Design chunked_serial_adder_flat, sky130hd; sources not shown.
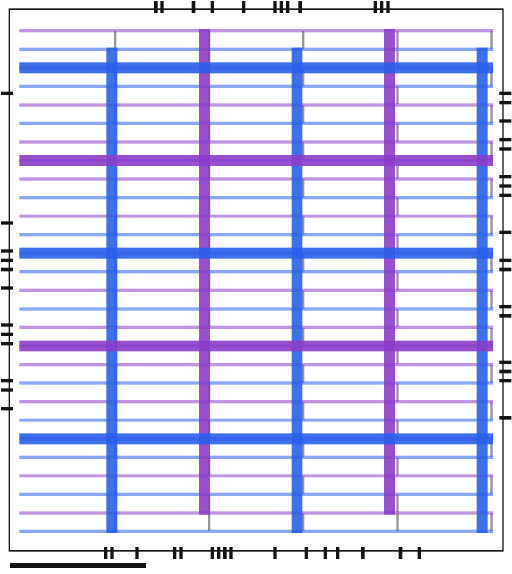
(run_1/floorplan.png)
Scale bar: 20 microns. Pins as bars on the die edge. Tap cells in gray.
color	net
purple	VDD
blue	VSS
rows	27
tap cells	72
met1 rails	28
CORE AREA: 0.00510 sq mm
Die Wd: 72.2 microns

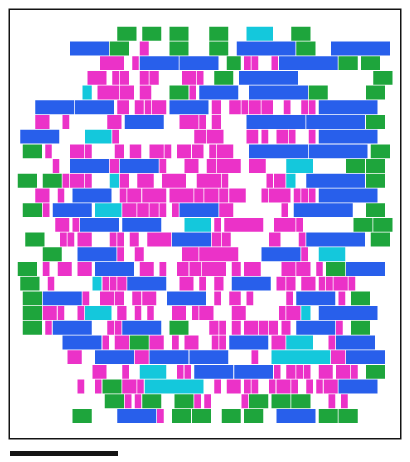
(run_1/class_map.png)
Scale bar: 20 microns.
color	class	cells	share of their area
green	remaining buffers and delay cells	57	17%
magenta	remaining logic cells	222	38%
cyan	clock drivers and dummy loads	16	6.3%
blue	registers	57	39%
Design Area, Final: 0.00343 sq mm
Core Util, Final: 67.3%
sequential share of cell area: 37.9%

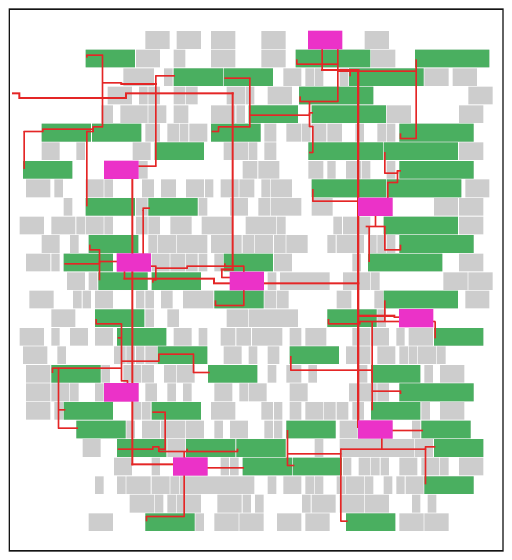
(run_1/clock_wires.png)
[red] clock wires | length: 705 microns
[magenta] clock-net drivers | count: 9
[green] flip-flops | count: 57
routed clock nets	10
Latency at later pin: 0.34 ns
Clk. pwr: 0.457 mW

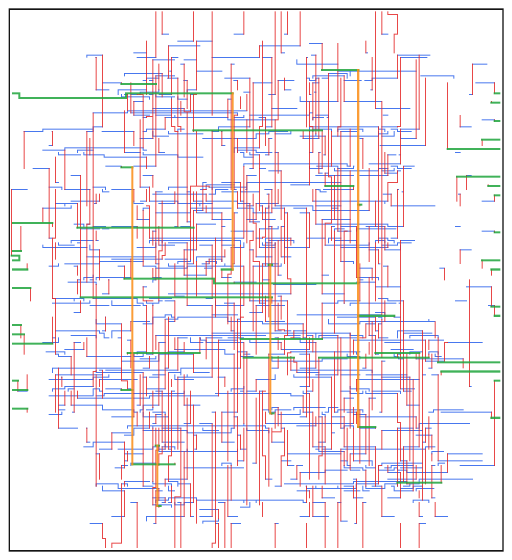
(run_1/layers.png)
color	layer	wire length
blue	M1	2270 microns
green	M3	300 microns
red	M2	2720 microns
orange	M4	152 microns
Routed WL: 5440 microns
drt wl/cell: 12.8 microns
GRT Util Overall: 21.0%
Vias: 2199

==> out/metrics.cfg, run 1 <==
[status]
outcome = finished, final reports clean

[global_routing]
overflow = 0
grt_pass1_wl_microns = 8960
grt_max_degree = 47
grt_pass1_vias = 1992
antenna_found_initial = 0

[final_layout]
diodes = 0
instances_no_fill = 424
final_layout_size_suffix_gt1_share_pct = 7.67
n_fill_cell = 429
final_cell_mix = 85 x nand2_1, 56 x clkdlybuf4s50_1, 41 x dfxtp_1
layout.nets = 393
area_growth_pct = 26.7

[synth]
async_flop_share_pct = 0
syn-cell-area_sq_mm = 0.00271
synth.most_common_cell = nand2_1
synth_chip_area_sq_mm = 0.00271
synth.avg_cell_area_sq_um = 9.00
numSynthFlops = 57
edf_count = 16
yosys.area.top_type = dfxtp_1
top_cells_by_count = 85 x nand2_1, 41 x dfxtp_1, 31 x a21boi_1
syn_inst = 301
yosysTopAreaCellShare_pct = 30.3
yosys_warnings = 0
yosys.area_share.adder_pct = 4.71
ys_seq_share_pct = 48.0
ff_type = dfxtp_1
ys_top_logic_family = simple AND/OR/NAND/NOR gates
top_cells_by_area = dfxtp_1 30%, edfxtp_1 18%, nand2_1 12%
ys_types = 40
synthXorXnorAreaFrac_pct = 0.970
compound_area_share_pct = 17.0
synthMuxAreaShare_pct = 0.416
synthSimpleGateAreaFrac_pct = 22.8
fp_nets = 347

[min_path]
holdPathStages = 2
hold_class = reg -> reg

[clock_tree]
clock_path_buffers = 2
numCtsBuffers = 9
hold_buffers = 0
cts_resized = 0
post-cts-setup-buffers = 0
path_clk_slew_ns = 0.07
root_buffer = clkbuf_8
cts.sinks = 57
htree_levels = 3
tritoncts = built

[die]
chipArea_sq_mm = 0.00572
ioPinCount = 57
fp-utilization_pct = 53.1
rows = 27

[critical_path]
critPathMostFrequentCell = a21oi_1
worstPathRequired_ns = 5.13
rrSetupSlack_ns = 1.77
end_kind = register
reg2reg_depth = 13
cp_cell_sequence = inv_1 > ha_1 > nor2b_1 > a221oi_1 > nor3_1 > a21oi_1 > fa_1 > inv_1 > fa_1 > a21o_1 > a21oi_1 > xor2_1 > a21oi_1
crit_path_top_delay_cell = ha_1
start_kind = register
worstSetupPathDepth = 13
crit_type = reg -> reg
worstPathArrival_ns = 3.36
crit_fanout = 19
crit_family = adder cells

[final_timing]
drv_slew = 0
period_used_pct = 64.6
period_minus_slack_ns = 3.23
timing.final.ws_setup_ns = 1.77
rsz0062_at_grt = no
worst_pin_slew_ns = 0.700
holdWs_ns = 0.352
relSlewSlack_pct = 53.3
hold_viol = 0
fmax_mhz = 310

[detailed_routing]
viasPerCell = 5.19
dr.pass1.iters = 4
postRouteAntennaNets = 0
initialDrtViolationCount = 77
post-route-drc-count = 0

[placed_design]
place_ws_ns = 1.81
placedCellCount = 408
placed_area_sq_mm = 0.00322
portBuffers = 56
gp_congestion = 0.766
hpwl_microns = 3640

[power]
power_mw = 1.10
ir_worst_vdd_mv = 0.174
power_leakage_nw = 1.30

[job]
warnings = 29

## run 1: routing by layer
metal	part of all wire, %	GRT usage [%]	vias to the layer above
li1	-	-	1095
met1	42	24.2	1021
met2	50	35.8	68
met3	5.5	4.57	15
met4	2.8	12.0	0
met5	0	0	-
## run 1: final cells by class
class	instances	area, sq um	share of cell area [%]
clock buffers	9	124	3.61
inverters	5	18.8	0.547
well taps	72	90.1	2.63
flip-flops and latches	57	1300	37.9
clock inverters	7	85.1	2.48
repair buffers	57	568	16.6
multi-input cells	217	1240	36.3
## run 1: where the power goes
| part | internal, mW | switching, mW | leakage [nW] |
|---|---|---|---|
| Sequential | 0.496 | 0.0114 | 0.500 |
| Clock | 0.276 | 0.182 | 0.113 |
| Combinational | 0.0675 | 0.0650 | 0.688 |
| Total | 0.839 | 0.258 | 1.30 |
--- run 2 (diff from run 1) ---
Clock period 5 ns to 3.3 ns, I/O delays scaled along.
==> run 2 against run 1 <==
Effect of this change: register-to-register slack worse by 1.5 ns; synthesized area is the same; via count decreased by 3.5%; worst setup slack worse by 1.5 ns; largest cell class unchanged; highest routed layer unchanged; sequential power grew 52%; global-route usage hardly changed.
==> out/metrics.cfg, run 2 <==
[power]
power.switching_mw = 0.391  ; +51%
swShare_pct = 23.3  ; -0.29 points
combPwrFrac_pct = 11.9  ; -0.2 points
power_density_mw_per_mm2 = 483
power_leakage_nw = 1.33  ; +2.0%
power_mw = 1.68  ; +53%
intPower_mw = 1.29  ; +54%
pwr-share-seq_pct = 45.9  ; -0.3 points
ir_worst_vdd_mv = 0.279  ; +61%

[placed_design]
gp_congestion = 0.803  ; +4.8%
placedCellCount = 412  ; +0.98%
place_ws_ns = 0.338  ; -1.47 ns
hpwl_microns = 3870  ; +6.5%
portBuffers = 56  ; unchanged
placed_area_sq_mm = 0.00325  ; +0.93%

[synth]
yosys_warnings = 0  ; unchanged
top_cells_by_area = dfxtp_1 30%, edfxtp_1 18%, nand2_1 12%
yosys.area.top_type = dfxtp_1
ys_seq_share_pct = 48.0  ; unchanged
synthSimpleGateAreaFrac_pct = 22.8  ; unchanged
synth.most_common_cell = nand2_1
yosys.area_share.adder_pct = 4.71  ; unchanged
synth_chip_area_sq_mm = 0.00271  ; unchanged
async_flop_share_pct = 0  ; unchanged
syn_inst = 301  ; unchanged
numSynthFlops = 57  ; unchanged
synthMuxAreaShare_pct = 0.416  ; unchanged
fp_nets = 347  ; unchanged
yosys-stat-cells = 301
compound_area_share_pct = 17.0  ; unchanged
edf_count = 16  ; unchanged
ys_types = 40  ; unchanged
yosysTopAreaCellShare_pct = 30.3  ; unchanged
synthXorXnorAreaFrac_pct = 0.970  ; unchanged
top_cells_by_count = 85 x nand2_1, 41 x dfxtp_1, 31 x a21boi_1
ys_top_logic_family = simple AND/OR/NAND/NOR gates
syn-cell-area_sq_mm = 0.00271  ; unchanged
synth.avg_cell_area_sq_um = 9.00  ; unchanged
ff_type = dfxtp_1

[final_timing]
timing.final.ws_setup_ns = 0.313  ; -1.46 ns
period_minus_slack_ns = 2.99  ; -0.242 ns
period_used_pct = 90.5  ; +26 points
tns_ns = 0
rsz0062_at_grt = no
setup_viol = 0
hold_viol = 0  ; unchanged
drv_slew = 0  ; unchanged
holdWs_ns = 0.356  ; +0.00378 ns
fmax_mhz = 335  ; +8.1%
worst_pin_slew_ns = 0.620  ; -0.0807 ns
relSlewSlack_pct = 58.7  ; +5.4 points

[critical_path]
crit_fanout = 19  ; unchanged
critPathMostFrequentCell = a21oi_1
crit_type = reg -> reg
crit_path_top_delay_cell = ha_1
worstSetupPathDepth = 12  ; -1
rrSetupSlack_ns = 0.31  ; -1.46 ns
worstPathArrival_ns = 3.11  ; -0.25 ns
max_stage_delay_ns = 0.42
reg2reg_depth = 12  ; -1
crit_family = adder cells
worstPathRequired_ns = 3.43  ; -1.70 ns
cp_cell_sequence = inv_1 > ha_1 > a221oi_1 > nor3_1 > a21oi_1 > fa_1 > inv_1 > fa_1 > a21o_1 > a21oi_1 > xor2_1 > a21oi_1
start_kind = register
worst-path-buf-inv = 2
end_kind = register

[clock_tree]
clk_latency_ns = 0.34  ; about the same
cts.sinks = 57  ; unchanged
htree_levels = 3  ; unchanged
cts_resized = 0  ; unchanged
tritoncts = built
numCtsBuffers = 9  ; unchanged
hold_buffers = 0  ; unchanged
clock_path_buffers = 2  ; unchanged
root_buffer = clkbuf_8
path_clk_slew_ns = 0.06  ; about the same
post-cts-setup-buffers = 0  ; unchanged

[die]
fp-utilization_pct = 53.1  ; unchanged
chipArea_sq_mm = 0.00572  ; unchanged
rows = 27  ; unchanged
core_sq_mm = 0.00510  ; unchanged
die_w_microns = 72.2  ; unchanged
die_y_microns = 79.2
ioPinCount = 57  ; unchanged

[global_routing]
overflow = 0  ; unchanged
grt_pass1_wl_microns = 9040  ; +0.85%
antenna_found_initial = 0  ; unchanged
grt_max_degree = 36  ; -23%
use_met2_pct = 34.9  ; -0.93 points
grt_pass1_vias = 2025  ; +1.7%
use_met3_pct = 7.61  ; +3.0 points

[detailed_routing]
postRouteAntennaNets = 0  ; unchanged
wl_microns = 5380  ; -1.1%
wl_met2_microns = 2720  ; about the same
wl_per_cell_microns = 12.6  ; -2.0%
topRoutingLayerUsed = met4
vias = 2123  ; -3.5%
post-route-drc-count = 0  ; unchanged
routed-wl-met3_microns = 181  ; -40%
dr.pass1.iters = 4  ; unchanged
initialDrtViolationCount = 109  ; +42%
viasPerCell = 4.96  ; -4.4%
drt-met1-wl_microns = 2420  ; +6.7%

[final_layout]
final_layout_size_suffix_gt1_share_pct = 8.15  ; +0.48 points
instances_no_fill = 428  ; +0.94%
diodes = 0  ; unchanged
n_fill_cell = 439  ; +2.3%
layout.nets = 397  ; +1.0%
stdcell_area_sq_mm = 0.00348  ; +1.3%
final_cell_mix = 85 x nand2_1, 56 x clkdlybuf4s50_1, 41 x dfxtp_1
final_common_cell = nand2_1
fin_util_pct = 68.1  ; +0.88 points
area_growth_pct = 28.3

[status]
outcome = finished, final reports clean

[min_path]
holdPathStages = 2  ; unchanged
hold_class = reg -> reg

[job]
max_cap_viol_count = 0
warnings = 29  ; unchanged

-- run 2: cell counts after synthesis --
No cell type changed its count.
-- run 2: tightest hold or removal path, delay by kind of cell (launching register included) --
family          cells  cell delay [ns]
flops               1             0.31
simple gates        1             0.05
compound gates      1             0.05
-- run 2: cell type report --
type                    instances  area [sq um]  area share (%)
flip-flops and latches         57          1300            37.4
multi-input cells             217          1240            35.8
clock inverters                 4          47.5            1.37
well taps                      72          90.1            2.59
clock buffers                  12           176            5.08
inverters                       5          18.8           0.540
repair buffers                 61           598            17.2
-- run 2: power groups by stage --
stage	clock (mW)	sequential (mW)	combinational [mW]
after floorplan	0	0.785	0.121
after global placement	0	0.784	0.196
after detailed placement	0	0.785	0.201
after CTS	0.716	0.770	0.202
after global routing	0.752	0.773	0.222
final	0.709	0.770	0.200
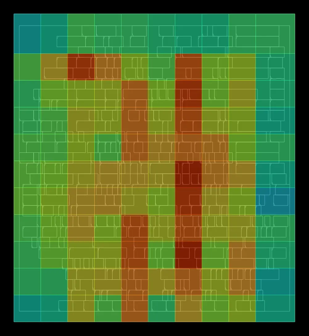
(run_2/congestion_map.png)
GRT Util Overall: 21.0%
gr busiest metal: met2
met1 Usage GRT: 24.7%

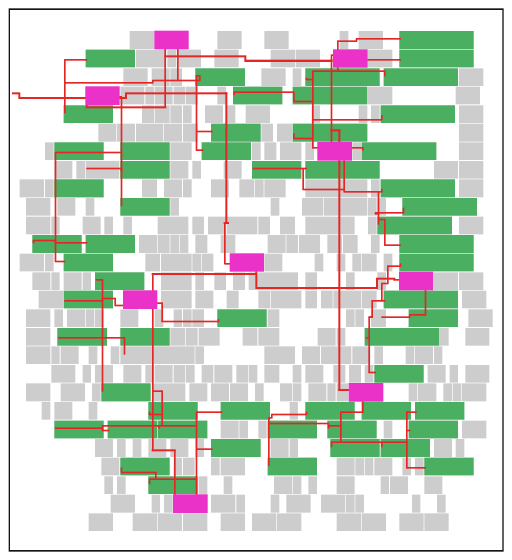
(run_2/clock_wires.png)
clock power share: 42.2%
Clk. pwr: 0.709 mW

Power figures rest on the tool's default switching activity, not on a simulated workload.
